--- config.mk ---
export PLATFORM = sky130hd
export DESIGN_NAME = apb_master_bridge
export DESIGN_NICKNAME = d
export VERILOG_FILES = /design/src/rtl/apb_pkg.sv /design/src/rtl/apb_slave_decoder.sv /design/src/rtl/apb_master_bridge.sv
export SDC_FILE = /design/constraint.sdc
export NUM_CORES = 1
export LEC_CHECK = 0
export CAP_MARGIN = 25
export CORE_ASPECT_RATIO = 0.8
export CORE_MARGIN = 1.5
export CORE_UTILIZATION = 25
export DETAILED_ROUTE_END_ITERATION = 16
export PLACE_DENSITY_LB_ADDON = 0.3
export SLEW_MARGIN = 20
export SYNTH_ARGS = -nofsm -noshare
export SYNTH_HDL_FRONTEND = slang
export SYNTH_HIERARCHICAL = 1
export SYNTH_SLANG_ARGS = --single-unit
--- constraint.sdc ---
create_clock -name pclk -period 4.12 [get_ports pclk]
set_clock_uncertainty 0.05 [all_clocks]
set_input_delay 0.824 -clock pclk [delete_from_list [all_inputs] [get_ports pclk]]
set_output_delay 0.824 -clock pclk [all_outputs]
set_load 0.03 [all_outputs]
--- src/rtl/apb_pkg.sv ---
`default_nettype none
// +------------------------------------------------------------------+
// | Package : apb_pkg                                                |
// | Brief   : Shared types and constants for the APB master bridge.  |
// | Rev     : 1.0  initial release                                   |
// +------------------------------------------------------------------+
package apb_pkg;

  // Bridge protocol phases
  typedef enum logic [1:0] {
    IDLE   = 2'd0,
    SETUP  = 2'd1,
    ACCESS = 2'd2
  } apb_state_e;

  // Default bus geometry
  localparam int APB_AW = 9;
  localparam int APB_DW = 8;

  // Address bit that chooses between the two slaves
  localparam int SLV_SEL_BIT = APB_AW - 1;

endpackage : apb_pkg
`default_nettype wire

--- src/rtl/apb_slave_decoder.sv ---
`default_nettype none
// +------------------------------------------------------------------+
// | Module : apb_slave_decoder                                       |
// | Brief  : Address-MSB slave select decode and read-data mux.      |
// | Rev    : 1.0  initial release                                    |
// +------------------------------------------------------------------+
module apb_slave_decoder #(
  parameter int DW = 8
) (
  input  logic          req_msb,  // slave bit of the address being accepted
  input  logic          act_msb,  // slave bit of the transfer in flight
  input  logic [DW-1:0] prdata1,
  input  logic [DW-1:0] prdata2,
  output logic          sel1,
  output logic          sel2,
  output logic [DW-1:0] prdata
);

  // Select exactly one slave and return only the active slave's read data
  always_comb begin
    sel1   = ~req_msb;
    sel2   = req_msb;
    prdata = act_msb ? prdata2 : prdata1;
  end

endmodule : apb_slave_decoder
`default_nettype wire

--- src/rtl/apb_master_bridge.sv ---
`default_nettype none
// +------------------------------------------------------------------+
// | Module : apb_master_bridge                                       |
// | Brief  : Turns single-cycle user requests into APB SETUP/ACCESS  |
// |          transfers towards two slaves; returns rdata and error.  |
// | Rev    : 1.0  initial release                                    |
// +------------------------------------------------------------------+
module apb_master_bridge
  import apb_pkg::*;
#(
  parameter int AW = APB_AW,
  parameter int DW = APB_DW
) (
  input  logic          pclk,
  input  logic          presetn,
  // user request side
  input  logic          i_ptransfer,
  input  logic          i_pwrite,
  input  logic [AW-1:0] i_pwaddr,
  input  logic [DW-1:0] i_pwdata,
  input  logic [AW-1:0] i_praddr,
  output logic [DW-1:0] o_prdata,
  output logic          o_ready,
  output logic          o_slverr,
  // APB side
  output logic [AW-1:0] o_paddr,
  output logic          o_pwrite,
  output logic [DW-1:0] o_pwdata,
  output logic          o_psel1,
  output logic          o_psel2,
  output logic          o_penable,
  input  logic          i_pready,
  input  logic [DW-1:0] i_prdata1,
  input  logic [DW-1:0] i_prdata2,
  input  logic          i_pslverr
);

  localparam int SEL_BIT = AW - 1;

  apb_state_e    state;
  logic [AW-1:0] req_addr;
  logic          dec_sel1;
  logic          dec_sel2;
  logic [DW-1:0] mux_rdata;

  // Address of an incoming request depends on its direction
  always_comb begin
    req_addr = i_pwrite ? i_pwaddr : i_praddr;
  end

  apb_slave_decoder #(
    .DW (DW)
  ) u_decoder (
    .req_msb (req_addr[SEL_BIT]),
    .act_msb (o_paddr[SEL_BIT]),
    .prdata1 (i_prdata1),
    .prdata2 (i_prdata2),
    .sel1    (dec_sel1),
    .sel2    (dec_sel2),
    .prdata  (mux_rdata)
  );

  // Protocol FSM; every output is registered so selects are valid in SETUP
  always_ff @(posedge pclk or negedge presetn) begin
    if (!presetn) begin
      state     <= IDLE;
      o_paddr   <= '0;
      o_pwrite  <= 1'b0;
      o_pwdata  <= '0;
      o_psel1   <= 1'b0;
      o_psel2   <= 1'b0;
      o_penable <= 1'b0;
      o_ready   <= 1'b1;
      o_slverr  <= 1'b0;
      o_prdata  <= '0;
    end else begin
      case (state)
        IDLE: begin
          if (i_ptransfer) begin
            state    <= SETUP;
            o_paddr  <= req_addr;
            o_pwrite <= i_pwrite;
            if (i_pwrite) begin
              o_pwdata <= i_pwdata;
            end
            o_psel1  <= dec_sel1;
            o_psel2  <= dec_sel2;
            o_ready  <= 1'b0;
          end
        end
        SETUP: begin
          state     <= ACCESS;
          o_penable <= 1'b1;
        end
        ACCESS: begin
          // Wait states simply hold everything until the slave is ready
          if (i_pready) begin
            state     <= IDLE;
            o_penable <= 1'b0;
            o_psel1   <= 1'b0;
            o_psel2   <= 1'b0;
            o_ready   <= 1'b1;
            o_slverr  <= i_pslverr;
            if (!o_pwrite) begin
              o_prdata <= mux_rdata;
            end
          end
        end
        default: begin
          state     <= IDLE;
          o_penable <= 1'b0;
          o_psel1   <= 1'b0;
          o_psel2   <= 1'b0;
          o_ready   <= 1'b1;
        end
      endcase
    end
  end

endmodule : apb_master_bridge
`default_nettype wire

==> results.txt <==
impl run done, here's what came out: hold depth=1, Mux cell area share=29.3%, FF-to-FF End=o_pwdata[0], syn nets=164, residual overflow from global routing=0, Cell Int Power=1.09 mW, synth warn=6, Horiz. Die Dim=91.5 um, reg2reg start=state[1], number of global-route vias before repair=1,214, Pwr Total=1.82 mW, Tightest Pin Transition=0.588 ns, final core occ=41.6%, WHS=0.436 ns, Final min period=2.66 ns, clk sink count=33, Placement Rows=25, outcome=completed, number of antenna violations at the first check in global routing=0, switching share of power=40.4%, diodes inserted=0, Yosys reg bits=33, final wirelength=3550 um, yosys cell count=116, I/O pins=79, final hold violation count=0, largest net degree at the start of global routing=34, Synth Instances=116, adder share=0%, top_reg_cell synth=dfrtp_1, CP max FO=10, area fraction in compound gates=6.46%, # setup viols final=0, Setup WS post-layout=1.46 ns, slowest stage delay, CP=0.79 ns, Clk pwr share=12.6%, top-count cell post-synth=dfrtp_1, fin crit share=64.6%, Max Cap Violations=0, Skew-Pair Late Insertion Delay=0.28 ns, RSZ-0062 raised after global routing=no, worst-case reg-to-reg path depth=4, Via Count=1,152, Fillers=563, Post-CTS Setup Bufs=0, Placed Cells=270, input/output buffers=78, synthesis-to-finish area growth=58.4%, mapped cell area=1570 um2, Simple Share, Synth=6.46%, CTS H-tree depth=2, Vias/cell=4.14, Final Cell Area=2480 um2, Worst Path Buf+Inv=1, Max Freq=376 MHz, drt drc=0, Dominant comb cell=multiplexers, Netlist cell types=23, Seq. cell area=827 um2, sequential fraction of the synthesis area=52.8%, Die Ht=73.8 um, CTS buffer count=5, Setup crit start=o_paddr[8], Max transition margin=60.7%, FP Core Util=26.2%, Worst Setup End Kind=primary output
==> power by group through the flow <==
| stage | sequential [mW] | combinational (mW) | clock (mW) |
|---|---|---|---|
| after floorplan | 0.883 | 0.324 | 0 |
| after global placement | 0.622 | 0.982 | 0 |
| after detailed placement | 0.621 | 0.989 | 0 |
| after CTS | 0.621 | 0.990 | 0.242 |
| after global routing | 0.643 | 1.04 | 0.255 |
| final | 0.616 | 0.978 | 0.230 |
==> state kept, by name, summed over array words and instances, names as in the netlist <==
name       count
o_paddr        9
o_penable      1
o_prdata       8
o_psel1        1
o_psel2        1
o_pwdata       8
o_pwrite       1
o_ready        1
o_slverr       1
state          2
==> worst max-delay path by stage <==
stage | depth (start not counted) | endpoint
floorplan | 6 | o_psel2
global placement | 5 | o_pwdata[3]
detailed placement | 5 | o_psel2
CTS | 1 | o_paddr[8]
global route | 1 | o_paddr[8]
finish | 1 | o_paddr[8]
==> placed cells by master (no fill, tap or decap), types with 2 or more instances in the layout <==
master / instances
a22o_1: 2
mux2_4: 17
nand2_1: 2
nand3b_1: 3
inv_1: 4
dfrtp_1: 32
a21oi_1: 10
buf_4: 2
mux2_1: 10
o21ai_0: 4
clkdlybuf4s50_1: 78
mux2i_1: 8
clkinv_2: 2
nor2_1: 9
clkbuf_8: 5
==> layer usage <==
layer / up-vias / global-route usage, % / wire (um)
li1: 558 / - / -
met1: 522 / 13.2 / 1570
met2: 64 / 16.9 / 1450
met3: 8 / 6.11 / 461
met4: 0 / 5.21 / 65
met5: - / 0 / 0
==> final cells by class <==
cell class,count,share of cell area [%]
clock buffers,6,2.92
multi-input cells,72,26.6
well taps,81,4.08
clock inverters,2,0.403
repair buffers,80,32.0
inverters,4,0.605
flip-flops and latches,33,33.3
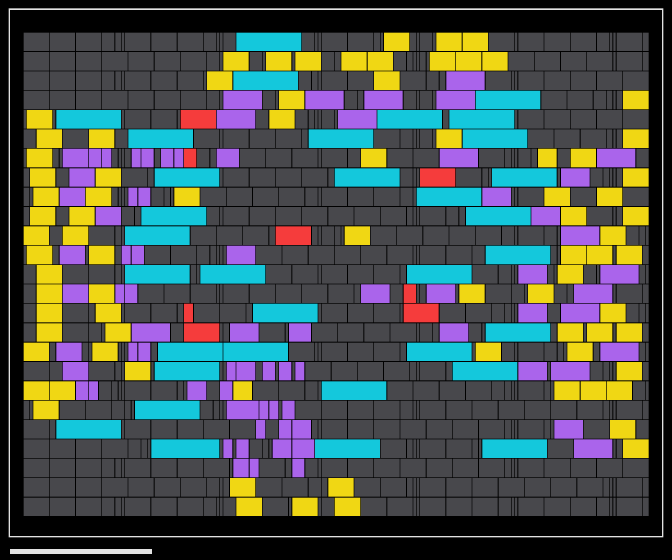
**Above:** placement by cell class.
Scale bar: 20 um. Fill, decap, tap and diode cells in grey.
- purple: remaining logic cells (cells 76; share of their area 28%)
- red: clock drivers and dummy loads (cells 8; share of their area 3.5%)
- yellow: remaining buffers and delay cells (cells 80; share of their area 33%)
- cyan: sequential cells (cells 33; share of their area 35%)

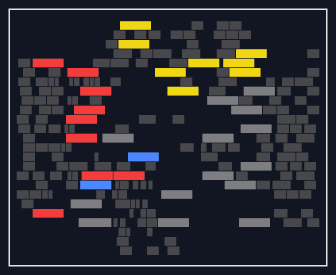
**Above:** where the registers sit.
- yellow: o_pwdata (sequential cells 8)
- red: o_paddr (sequential cells 9)
- blue: state (sequential cells 2)

Power and IR drop assume default switching activity.
